### src/rtl/decrd_pkg.sv
// -----------------------------------------------------------------------------
// decrd_pkg
//   Shared definitions for the read-side controller of the register bank:
//   bank geometry, select width, the controller state encoding, the default
//   response wait limit and a select range-check helper.
//   Optional feature macro used by the controller: DECRD_TIMEOUT_EN.
// -----------------------------------------------------------------------------
package decrd_pkg;

   // Bank geometry
   localparam int NREG_C = 12;
   localparam int SEL_W  = 4;
   localparam int DW_C   = 16;

   // Default response wait limit (cycles) when the timeout feature is built in
   localparam int TIMEOUT_C = 255;

   // Controller states
   typedef enum logic [1:0] {
      IDLE    = 2'd0,
      CAPTURE = 2'd1,
      RESP    = 2'd2
   } state_t;

   // True when a select value addresses an existing register
   function automatic logic sel_in_range(input logic [SEL_W-1:0] sel, input int nreg);
      return (int'(sel) < nreg);
   endfunction

endpackage : decrd_pkg

### src/rtl/sel_a_onehot.sv
// -----------------------------------------------------------------------------
// sel_a_onehot
//   Combinational register-select decoder. Converts a select index into a
//   one-hot strobe vector and reports whether the index addresses an existing
//   register. Out-of-range indices give an all-zero strobe; the strobe is
//   additionally forced to zero while the enable is low.
//
// Ports
//   sel       in   SEL_W   register index
//   en        in   1       strobe enable (controller is in its capture cycle)
//   onehot    out  NREG    one-hot strobe, all-zero when disabled/out of range
//   in_range  out  1       sel < NREG
// -----------------------------------------------------------------------------
module sel_a_onehot
   import decrd_pkg::*;
#(
   parameter int NREG = NREG_C
) (
   input  logic [SEL_W-1:0] sel,
   input  logic             en,
   output logic [NREG-1:0]  onehot,
   output logic             in_range
);

   // Decode the index; a bit can only match an index below NREG, so
   // out-of-range values naturally produce an all-zero vector.
   always_comb begin
      onehot   = '0;
      in_range = sel_in_range(sel, NREG);
      for (int i = 0; i < NREG; i++) begin
         onehot[i] = en & (sel == SEL_W'(i));
      end
   end

endmodule : sel_a_onehot

### src/rtl/decodificador_rd.sv
// -----------------------------------------------------------------------------
// decodificador_rd
//   Read-side controller for the register bank. A read request (sel) is taken
//   over a valid/ready handshake, a one-cycle one-hot read strobe is pulsed for
//   clear-on-read registers, and the selected register is captured and held
//   until the consumer accepts the response. Only one request is in flight.
//
//   Sequence: accept (IDLE) -> one CAPTURE cycle with strobe -> RESP until the
//   consumer takes the data, then back to IDLE.
//
//   Optional feature (macro DECRD_TIMEOUT_EN): a wait counter in RESP drops an
//   unaccepted response after TIMEOUT stalled cycles and pulses tmo. Without
//   the macro there is no counter, no tmo port and RESP waits indefinitely.
//
// Ports
//   clk         in   1         clock, rising edge
//   rst_n       in   1         asynchronous active-low reset
//   rd_valid    in   1         read request valid
//   rd_ready    out  1         controller can accept a request
//   sel         in   SEL_W     register index, sampled on accept
//   regs        in   NREG*DW   flattened bank, register i at [i*DW +: DW]
//   re          out  NREG      one-hot read strobe, one cycle wide
//   resp_valid  out  1         response valid
//   resp_ready  in   1         consumer accepts the response
//   data        out  DW        read data
//   rd_err      out  1         captured index was out of range
//   tmo         out  1         timeout pulse (DECRD_TIMEOUT_EN only)
// -----------------------------------------------------------------------------
module decodificador_rd
   import decrd_pkg::*;
#(
   parameter int DW      = DW_C,
   parameter int NREG    = NREG_C,
   parameter int TIMEOUT = TIMEOUT_C
) (
   input  logic             clk,
   input  logic             rst_n,
   input  logic             rd_valid,
   output logic             rd_ready,
   input  logic [SEL_W-1:0] sel,
   input  logic [NREG*DW-1:0] regs,
   output logic [NREG-1:0]  re,
   output logic             resp_valid,
   input  logic             resp_ready,
   output logic [DW-1:0]    data,
   output logic             rd_err
`ifdef DECRD_TIMEOUT_EN
   ,
   output logic             tmo
`endif
);

   state_t             state_r;
   logic [SEL_W-1:0]   sel_q_r;
   logic               rd_ready_r;
   logic               resp_valid_r;
   logic [DW-1:0]      data_r;
   logic               rd_err_r;
   logic [NREG-1:0]    onehot_s;
   logic               in_range_s;
   logic               capture_s;
   logic [DW-1:0]      rd_word_s;

`ifdef DECRD_TIMEOUT_EN
   localparam logic [7:0] TMO_LIMIT = 8'(TIMEOUT);
   logic [7:0]         wait_cnt_r;
   logic               tmo_r;
`endif

   assign capture_s = (state_r == CAPTURE);

   sel_a_onehot #(
      .NREG (NREG)
   ) u_sel_a_onehot (
      .sel      (sel_q_r),
      .en       (capture_s),
      .onehot   (onehot_s),
      .in_range (in_range_s)
   );

   // Bank read mux built as an AND-OR over all registers so an out-of-range
   // index never produces an out-of-bounds part-select; it yields zero instead.
   always_comb begin
      rd_word_s = '0;
      for (int i = 0; i < NREG; i++) begin
         rd_word_s = rd_word_s | ({DW{sel_q_r == SEL_W'(i)}} & regs[i*DW +: DW]);
      end
   end

   // Controller FSM with registered handshake and response outputs
   always_ff @(posedge clk or negedge rst_n) begin
      if (!rst_n) begin
         state_r      <= IDLE;
         sel_q_r      <= '0;
         rd_ready_r   <= 1'b1;
         resp_valid_r <= 1'b0;
         data_r       <= '0;
         rd_err_r     <= 1'b0;
`ifdef DECRD_TIMEOUT_EN
         wait_cnt_r   <= 8'd0;
         tmo_r        <= 1'b0;
`endif
      end else begin
`ifdef DECRD_TIMEOUT_EN
         // tmo is a single-cycle pulse unless re-raised below
         tmo_r <= 1'b0;
`endif
         case (state_r)
            IDLE: begin
               if (rd_valid) begin
                  sel_q_r    <= sel;
                  rd_ready_r <= 1'b0;
                  state_r    <= CAPTURE;
               end else begin
                  rd_ready_r <= 1'b1;
               end
            end

            CAPTURE: begin
               // The strobe is live this cycle; data is taken at its end
               if (in_range_s) begin
                  data_r   <= rd_word_s;
                  rd_err_r <= 1'b0;
               end else begin
                  data_r   <= '0;
                  rd_err_r <= 1'b1;
               end
               resp_valid_r <= 1'b1;
               state_r      <= RESP;
`ifdef DECRD_TIMEOUT_EN
               wait_cnt_r   <= 8'd0;
`endif
            end

            RESP: begin
               if (resp_ready) begin
                  resp_valid_r <= 1'b0;
                  data_r       <= '0;
                  rd_err_r     <= 1'b0;
                  rd_ready_r   <= 1'b1;
                  state_r      <= IDLE;
`ifdef DECRD_TIMEOUT_EN
               end else if ((wait_cnt_r + 8'd1) == TMO_LIMIT) begin
                  // This stalled cycle is the TIMEOUT-th one: drop the response
                  tmo_r        <= 1'b1;
                  wait_cnt_r   <= wait_cnt_r + 8'd1;
                  resp_valid_r <= 1'b0;
                  data_r       <= '0;
                  rd_err_r     <= 1'b0;
                  rd_ready_r   <= 1'b1;
                  state_r      <= IDLE;
               end else begin
                  wait_cnt_r   <= wait_cnt_r + 8'd1;
`else
               end else begin
                  resp_valid_r <= 1'b1;
`endif
               end
            end

            default: begin
               resp_valid_r <= 1'b0;
               data_r       <= '0;
               rd_err_r     <= 1'b0;
               rd_ready_r   <= 1'b1;
               state_r      <= IDLE;
            end
         endcase
      end
   end

   assign rd_ready   = rd_ready_r;
   assign resp_valid = resp_valid_r;
   assign data       = data_r;
   assign rd_err     = rd_err_r;
   // Strobe comes straight from registered state and index through the decoder
   assign re         = onehot_s;
`ifdef DECRD_TIMEOUT_EN
   assign tmo        = tmo_r;
`endif

endmodule : decodificador_rd
### config.mk
export PLATFORM = sky130hd
export DESIGN_NAME = decodificador_rd
export DESIGN_NICKNAME = d
export VERILOG_FILES = /design/src/rtl/decrd_pkg.sv /design/src/rtl/sel_a_onehot.sv /design/src/rtl/decodificador_rd.sv
export SDC_FILE = /design/constraint.sdc
export NUM_CORES = 1
export LEC_CHECK = 0
export ABC_CLOCK_PERIOD_IN_PS = 2800
export CAP_MARGIN = 20
export CORE_MARGIN = 8
export CORE_UTILIZATION = 35
export CTS_CLUSTER_DIAMETER = 30
export DETAILED_ROUTE_END_ITERATION = 8
export PLACE_DENSITY = 0.85
export SLEW_MARGIN = 10
export SYNTH_ARGS = -nofsm -noshare
export SYNTH_HDL_FRONTEND = slang
export SYNTH_SLANG_ARGS = --single-unit
### constraint.sdc
create_clock -name clk -period 2.8 [get_ports clk]
set_clock_uncertainty 0.2 [all_clocks]
set_input_delay 0.28 -clock clk [delete_from_list [all_inputs] [get_ports clk]]
set_output_delay 0.28 -clock clk [all_outputs]
set_load 0.05 [all_outputs]
run_1/met1.png
The bar under the picture is 20 µm long.
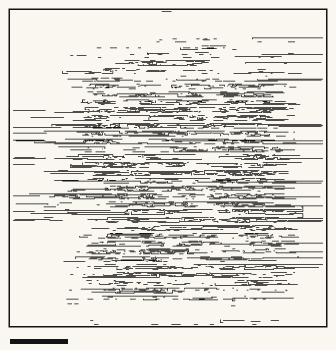
nets with wire on the layer: 702
wire length on this layer: 6180 µm
main direction: horizontal
longest straight run: 39.6 µm

run_1/met2.png
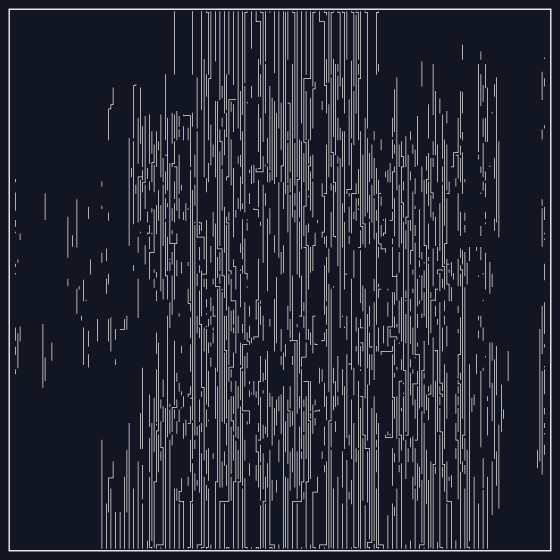
wire length on this layer: 7580 µm
share of all routed wire: 47%
nets with wire on the layer: 687
longest straight run: 46.6 µm

==> results_slide.txt, run 1 <==
Synthesis and Place & Route Summary

Clocking
  • Master cell of the clock root buffer: sky130_fd_sc_hd__clkbuf_8
  • Total CTS buffers: 3
  • CTS H-Tree Depth: 1
  • Setup Fix Bufs, Post-CTS: 0
  • Post-CTS clock slew at the launch and capture registers of the worst setup and hold paths: 0.10 ns
  • CTS Hold Bufs: 0
  • Bufs on Longest Clock Path: 2
  • CTS tree: done
  • Clk_lat worst skew: 0.27 ns
  • CTS-repair resized insts: 0
  • CTS sink cnt: 25

Finish
  • Fraction of area in clock buffers and inverters: 0.00875
  • Tally of clock buffers in the finished layout: 3
  • Ant diodes: 0
  • Non-Clock Buffer Area Fraction: 0.453
  • Most used cells in the layout excluding fill and tap cells: sky130_fd_sc_hd__clkdlybuf4s50_1, sky130_fd_sc_hd__mux2i_1, sky130_fd_sc_hd__a21oi_1
  • Multi-input logic area: 2210 µm²
  • Total non-filler cell area in the finished layout: 5570 µm²
  • Logic Gate Count: 311
  • Number of signal-net inverters in the final layout: 5
  • Largest register FFs: 16
  • Final layout net count: 794
  • Sequential cell area share: 0.114
  • Non-clock buffer count: 244
  • Non-filler instance count after layout: 697
  • Share of the core filled with cells: 0.649
  • Fraction of standard cell area in multi-input logic: 0.396
  • Flop count: 25
  • Share of cells above drive strength 1: 0.112
  • Fill cells: 724

Global routing
  • Initial antenna violation count: 0
  • Number of global-route vias before repair: 4132
  • Met2 Resource Use GR: 0.422
  • Largest net degree at the start of global routing: 47
  • Remaining global-route overflow: 0
  • Overall routing resource usage: 0.250
  • Global-route wire length before repair: 23.3 mm
  • Met1 Use GR: 0.306
  • Peak-usage layer in the global routing report: met2

Synthesis
  • Fraction of synthesis flops using an asynchronous set or reset pin: 1.00
  • Synth flops: 25
  • Most instantiated flip-flop cell in the synthesis netlist: sky130_fd_sc_hd__dfrtp_1
  • Adder Area Share: 0.0164
  • Count of cell types in the netlist: 58
  • Yosys cell count: 381
  • Yosys simple share: 0.291
  • Biggest combinational cell group after synthesis: simple AND/OR/NAND/NOR gates
  • Fraction of the yosys area taken by sequential cells: 0.205
  • Number of warnings printed during yosys synthesis: 0
  • And-or/or-and share of the synthesized area: 0.249
  • Proportion of synthesized area in mux cells: 0.163
  • Synthesized area per cell: 8.03 µm²
  • Cell taking the most area after synthesis: sky130_fd_sc_hd__dfrtp_1
  • Number of nets at floorplan: 585
  • Chip area estimate from yosys synthesis: 3060 µm²
  • Mapped Cells: 381
  • Netlist area before placement: 3060 µm²
  • Area fraction of the dominant cell type after synthesis: 0.196
  • Post-synth EDFFs: 0
  • Synth Area in XOR/XNOR: 0
  • Most common cell in the netlist: sky130_fd_sc_hd__mux2i_1

Critical path
  • Critical path arrival: 2.57 ns
  • Cell type of the slowest stage on the worst timing path: sky130_fd_sc_hd__dfrtp_2
  • Launching element type of the critical path: register
  • Count of buffer and inverter cells on the critical path: 1
  • Launching instance or port of the critical path: sel_q_r[0]
  • Number of cells traversed by the worst register-to-register path: 5
  • Endpoint class of the critical path: register
  • Setup crit end: data[6]
  • Kind of cell adding the most delay to the critical path: AND-OR/OR-AND gates
  • Maximum single-stage delay on the critical path: 0.68 ns
  • RR Endpoint: data[6]
  • Required time at the endpoint of the critical path: 2.73 ns
  • R2R Path Start: sel_q_r[0]
  • Worst reg-to-reg setup slack: 0.16 ns
  • Worst path depth: 5
  • Path type of the worst setup path: register to register
  • Max Fanout on Critical Path: 26
  • Ordered list of cells on the worst path: buf_4, and2b_1, a22o_1, a2111oi_1, o21ai_0

Job
  • Max-cap viol count: 0
  • Tool warning count: 30

Placement
  • Placed wire-length estimate after detailed placement: 13.1 mm
  • Cell count after placement: 693
  • Routability-driven placement congestion ratio: 0.946
  • Setup WS pre-CTS: 0.100 ns
  • Cell Area, Placed: 5520 µm²
  • Port buffer count: 230

Power and ir drop
  • Power consumption: 0.00451 W
  • Internal power consumption: 0.00209 W
  • Sequential cell power: 0.000772 W
  • Switching part of the total power: 0.536
  • Power consumed by the clock network: 0.000228 W
  • Biggest power consumer among the groups: combinational logic
  • Power share of the clock group: 0.051
  • P_comb: 0.00351 W
  • Total power density per cell area: 808 nW/µm²
  • Combinational share of power: 0.778
  • Share of total power in sequential cells: 0.171
  • Leak: 2.12 nW
  • Switching power: 0.00241 W

Floorplan
  • Overall chip area: 12000 µm²
  • Die Span Y: 109 µm
  • Tapcell Cnt: 108
  • # IOs: 231
  • Number of cell rows: 34
  • Placeable core region: 8590 µm²
  • Initial Utilization: 0.356
  • Die X: 109 µm

Routing
  • Uppermost metal layer occupied by signal nets: met4
  • DRC violations left: 0
  • Wire length on met1: 6.18 mm
  • Wirelength per Cell: 23.0 µm
  • Post-route antenna net violation count: 0
  • Vias per inst: 5.82
  • Routed met2 length: 7.58 mm
  • Count of vias placed by the detailed router: 4059
  • Violation tally from detailed-route iteration zero: 290
  • Total length of routed wires: 16.0 mm
  • Routed met3 length: 1.86 mm
  • Router iterations before antenna repair: 5

Final timing
  • Final Slew Violations: 0
  • Post-layout worst setup margin: 0.162 ns
  • Transition time at the pin with the least slew margin: 0.895 ns
  • Accumulated negative setup slack: 0 ns
  • Unrepaired setup endpoints after global routing: false
  • Post-route clock period utilization: 0.942
  • Final tally of hold violations: 0
  • Endpoints failing setup: 0
  • Headroom to the max-slew limit: 0.401
  • Final Critical Period: 2.64 ns
  • Smallest hold slack: 0.171 ns

Status
  • Result of the run: complete, no violations

Worst hold path
  • Class of the tightest hold or removal check: primary input to async pin
run_1/met3.png
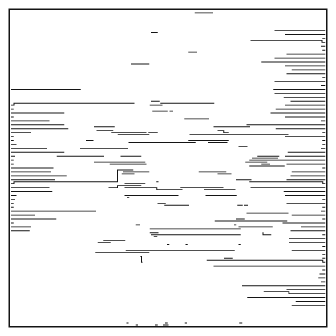
main direction: horizontal
wire length on this layer: 1860 µm
longest straight run: 41.6 µm
nets with wire on the layer: 166

==> run 2: changes to the inputs <==
CORE_MARGIN = not set   (was 8)
run_2/met3.png
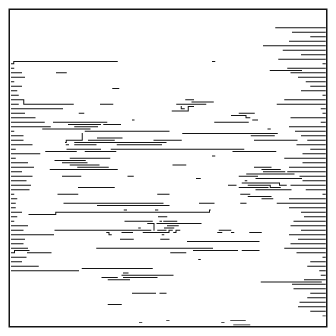
main direction: horizontal
nets with wire on the layer: 192
wire length on this layer: 1730 µm
share of all routed wire: 12%
longest straight run: 46.5 µm

run_2/met1.png
The bar under the picture is 20 µm long.
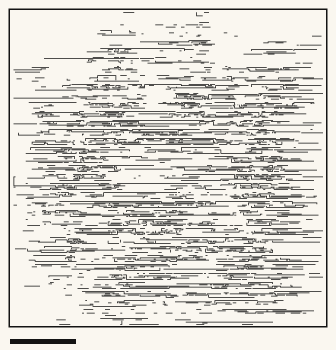
main direction: horizontal
share of all routed wire: 38%

==> run 2 against run 1 <==
  * Wire length down 7.4%
  * Setup slack gained 0.064 ns
  * Combinational power decreased by 1%
  * Final area shrank 0.74%
  * Cell count is 0.57% lower
  * First-iteration DRC count unchanged
  * Clock power up 4%
  * Worst hold slack worse by 0.0067 ns
  * Sequential power rose by 2%
  * Power decreased by 0.45%
  * Sequential share of layout area about the same
  * Non-clock buffer count decreased by 1
  * Critical path type is now register to output port
  * Largest cell class unchanged
==> results_slide.txt, run 2 <==
Synthesis and Place & Route Summary

Status
  • Result of the run: complete, no violations

Critical path
  • RR Endpoint: data[9]
  • Count of buffer and inverter cells on the critical path: 2 (+1)
  • Worst path depth: 5 (unchanged)
  • Max Fanout on Critical Path: 23 (-12%)
  • Path type of the worst setup path: register to output port
  • Launching instance or port of the critical path: sel_q_r[2]
  • Launching element type of the critical path: register
  • Required time at the endpoint of the critical path: 2.32 ns (-0.41 ns)
  • Worst reg-to-reg setup slack: 0.30 ns (+0.14 ns)
  • Critical path arrival: 2.09 ns (-0.48 ns)

Clocking
  • Setup Fix Bufs, Post-CTS: 0 (unchanged)
  • Total CTS buffers: 3 (unchanged)
  • CTS tree: done
  • Bufs on Longest Clock Path: 2 (unchanged)

Synthesis
  • Yosys cell count: 381 (unchanged)
  • Chip area estimate from yosys synthesis: 3060 µm² (unchanged)
  • Cell taking the most area after synthesis: sky130_fd_sc_hd__dfrtp_1
  • Number of warnings printed during yosys synthesis: 0 (unchanged)
  • Area fraction of the dominant cell type after synthesis: 0.196 (unchanged)
  • Adder Area Share: 0.0164 (unchanged)
  • Biggest combinational cell group after synthesis: simple AND/OR/NAND/NOR gates
  • Number of nets at floorplan: 585 (unchanged)
  • Most instantiated flip-flop cell in the synthesis netlist: sky130_fd_sc_hd__dfrtp_1
  • And-or/or-and share of the synthesized area: 0.249 (unchanged)
  • Post-synth EDFFs: 0 (unchanged)

Global routing
  • Remaining global-route overflow: 0 (unchanged)
  • Largest net degree at the start of global routing: 30 (-36%)
  • Met2 Resource Use GR: 0.539 (+0.117)

Placement
  • Routability-driven placement congestion ratio: 0.891 (-5.8%)
  • Cell Area, Placed: 5480 µm² (-0.66%)
  • Port buffer count: 230 (unchanged)
  • Placed wire-length estimate after detailed placement: 11.6 mm (-12%)
  • Cell count after placement: 689 (-0.58%)

Power and ir drop
  • Combinational share of power: 0.771 (-0.007)
  • Power consumption: 0.00449 W (-0.45%)
  • Biggest power consumer among the groups: combinational logic
  • Power consumed by the clock network: 0.000237 W (+4%)
  • Internal power consumption: 0.00203 W (-2.8%)
  • Switching power: 0.00245 W (+1.6%)
  • Power share of the clock group: 0.053 (+0.002)
  • Share of total power in sequential cells: 0.176 (+0.005)

Final timing
  • Unrepaired setup endpoints after global routing: false
  • Smallest hold slack: 0.164 ns (-0.00673 ns)
  • Final tally of hold violations: 0 (unchanged)
  • Headroom to the max-slew limit: 0.462 (+0.0612)
  • Post-route clock period utilization: 0.919 (-0.0230)
  • Accumulated negative setup slack: 0 ns (unchanged)

Routing
  • Wirelength per Cell: 21.4 µm (-6.9%)
  • Routed met3 length: 1.73 mm (-6.8%)
  • Total length of routed wires: 14.8 mm (-7.4%)
  • Uppermost metal layer occupied by signal nets: met5
  • DRC violations left: 0 (unchanged)
  • Count of vias placed by the detailed router: 4171 (+2.8%)
  • Vias per inst: 6.02 (+3.4%)
  • Post-route antenna net violation count: 0 (unchanged)
  • Violation tally from detailed-route iteration zero: 290 (unchanged)
  • Wire length on met1: 5.69 mm (-8.0%)
  • Router iterations before antenna repair: 5 (unchanged)
  • Routed met2 length: 6.96 mm (-8.2%)

Finish
  • Tally of clock buffers in the finished layout: 3 (unchanged)
  • Non-filler instance count after layout: 693 (-0.57%)
  • Fraction of area in clock buffers and inverters: 0.00882 (+0.0000653)
  • Ant diodes: 0 (unchanged)
  • Non-clock buffer count: 243 (-0.41%)
  • Most used cells in the layout excluding fill and tap cells: sky130_fd_sc_hd__clkdlybuf4s50_1, sky130_fd_sc_hd__mux2i_1, sky130_fd_sc_hd__a21oi_1
  • Number of signal-net inverters in the final layout: 5 (unchanged)

Job
  • Max-cap viol count: 0 (unchanged)
  • Tool warning count: 29 (-3.3%)

Floorplan
  • # IOs: 231 (unchanged)
  • Placeable core region: 8340 µm² (-2.9%)
  • Die Span Y: 95.5 µm (-13%)

Worst hold path
  • Class of the tightest hold or removal check: primary input to async pin
==> run 3: changes to the inputs <==
ABC_CLOCK_PERIOD_IN_PS = not set   (was 2800)
run_3/met2.png
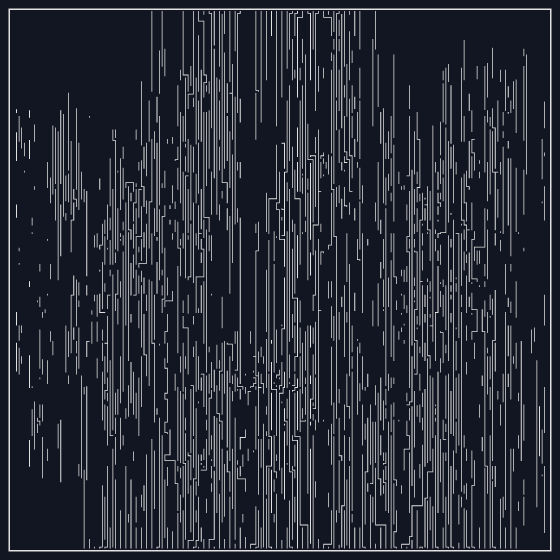
longest straight run: 38.1 µm
share of all routed wire: 47%
main direction: vertical
nets with wire on the layer: 695

run_3/met4.png
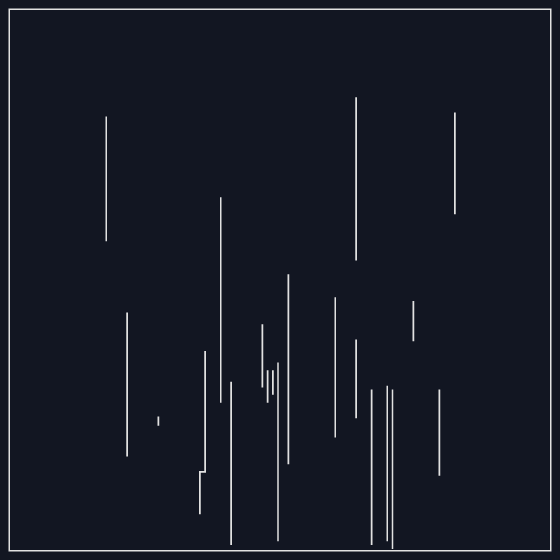
main direction: vertical
longest straight run: 36.0 µm
wire length on this layer: 416 µm

==> run 3 against run 2 <==
  * Critical path depth unchanged
  * Sequential power is essentially flat
  * Utilization stayed put
  * Critical endpoint unchanged
  * Highest routed layer unchanged
==> results_slide.txt, run 3 <==
Synthesis and Place & Route Summary

Routing
  • Uppermost metal layer occupied by signal nets: met5
  • Count of vias placed by the detailed router: 4171 (unchanged)
  • Total length of routed wires: 14.8 mm (unchanged)
  • DRC violations left: 0 (unchanged)
  • Vias per inst: 6.02 (unchanged)
  • Violation tally from detailed-route iteration zero: 290 (unchanged)
  • Wire length on met1: 5.69 mm (unchanged)
  • Routed met2 length: 6.96 mm (unchanged)
  • Wirelength per Cell: 21.4 µm (unchanged)
  • Routed met3 length: 1.73 mm (unchanged)
  • Router iterations before antenna repair: 5 (unchanged)
  • Post-route antenna net violation count: 0 (unchanged)

Placement
  • Cell count after placement: 689 (unchanged)
  • Routability-driven placement congestion ratio: 0.891 (unchanged)
  • Port buffer count: 230 (unchanged)
  • Placed wire-length estimate after detailed placement: 11.6 mm (unchanged)
  • Cell Area, Placed: 5480 µm² (unchanged)

Synthesis
  • Number of nets at floorplan: 585 (unchanged)
  • Area fraction of the dominant cell type after synthesis: 0.196 (unchanged)
  • Number of warnings printed during yosys synthesis: 0 (unchanged)
  • Count of cell types in the netlist: 58
  • Synth flops: 25
  • Adder Area Share: 0.0164 (unchanged)
  • And-or/or-and share of the synthesized area: 0.249 (unchanged)
  • Post-synth EDFFs: 0 (unchanged)
  • Synth Area in XOR/XNOR: 0
  • Cell taking the most area after synthesis: sky130_fd_sc_hd__dfrtp_1
  • Biggest combinational cell group after synthesis: simple AND/OR/NAND/NOR gates
  • Yosys cell count: 381 (unchanged)
  • Most instantiated flip-flop cell in the synthesis netlist: sky130_fd_sc_hd__dfrtp_1
  • Yosys simple share: 0.291

Critical path
  • RR Endpoint: data[9]
  • Launching instance or port of the critical path: sel_q_r[2]
  • Count of buffer and inverter cells on the critical path: 2 (unchanged)
  • Critical path arrival: 2.09 ns (about the same)
  • Required time at the endpoint of the critical path: 2.32 ns (about the same)
  • Max Fanout on Critical Path: 23 (unchanged)
  • Worst reg-to-reg setup slack: 0.30 ns (about the same)
  • Worst path depth: 5 (unchanged)
  • Cell type of the slowest stage on the worst timing path: sky130_fd_sc_hd__dfrtp_2
  • Launching element type of the critical path: register
  • Path type of the worst setup path: register to output port

Final timing
  • Smallest hold slack: 0.164 ns (unchanged)
  • Headroom to the max-slew limit: 0.462 (unchanged)
  • Unrepaired setup endpoints after global routing: false
  • Final tally of hold violations: 0 (unchanged)
  • Post-route clock period utilization: 0.919 (unchanged)

Status
  • Result of the run: complete, no violations

Finish
  • Final layout net count: 793
  • Flop count: 25
  • Non-clock buffer count: 243 (unchanged)
  • Number of signal-net inverters in the final layout: 5 (unchanged)
  • Ant diodes: 0 (unchanged)
  • Tally of clock buffers in the finished layout: 3 (unchanged)
  • Fraction of area in clock buffers and inverters: 0.00882 (unchanged)
  • Largest register FFs: 16

Global routing
  • Remaining global-route overflow: 0 (unchanged)
  • Largest net degree at the start of global routing: 30 (unchanged)
  • Met2 Resource Use GR: 0.539 (unchanged)

Floorplan
  • Placeable core region: 8340 µm² (unchanged)
  • Die Span Y: 95.5 µm (unchanged)
  • # IOs: 231 (unchanged)

Power and ir drop
  • Combinational share of power: 0.771 (about the same)
  • Power consumption: 0.00449 W (unchanged)
  • Biggest power consumer among the groups: combinational logic
  • Power share of the clock group: 0.053 (about the same)
  • Switching power: 0.00245 W (unchanged)
  • Power consumed by the clock network: 0.000237 W (about the same)
  • Share of total power in sequential cells: 0.176 (about the same)
  • Internal power consumption: 0.00203 W (unchanged)

Clocking
  • Bufs on Longest Clock Path: 2 (unchanged)
  • Total CTS buffers: 3 (unchanged)
  • Setup Fix Bufs, Post-CTS: 0 (unchanged)
  • CTS tree: done

Job
  • Tool warning count: 29 (unchanged)
  • Max-cap viol count: 0 (unchanged)

Worst hold path
  • Class of the tightest hold or removal check: primary input to async pin

==> gallery <==
Routing congestion map.
image #1
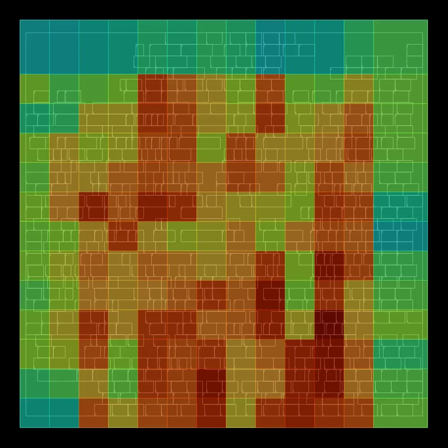
image #2
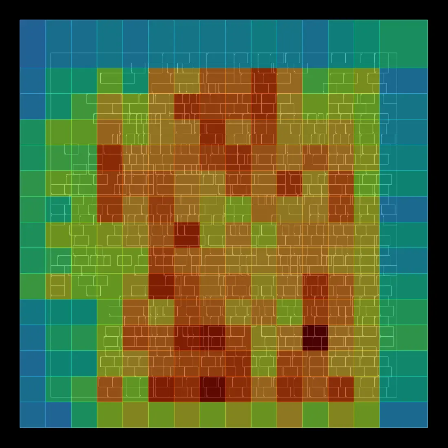
The one with the highest track usage is image #1.
- run 1 = image #2
- run 2 = image #1

Power and IR drop assume default switching activity.
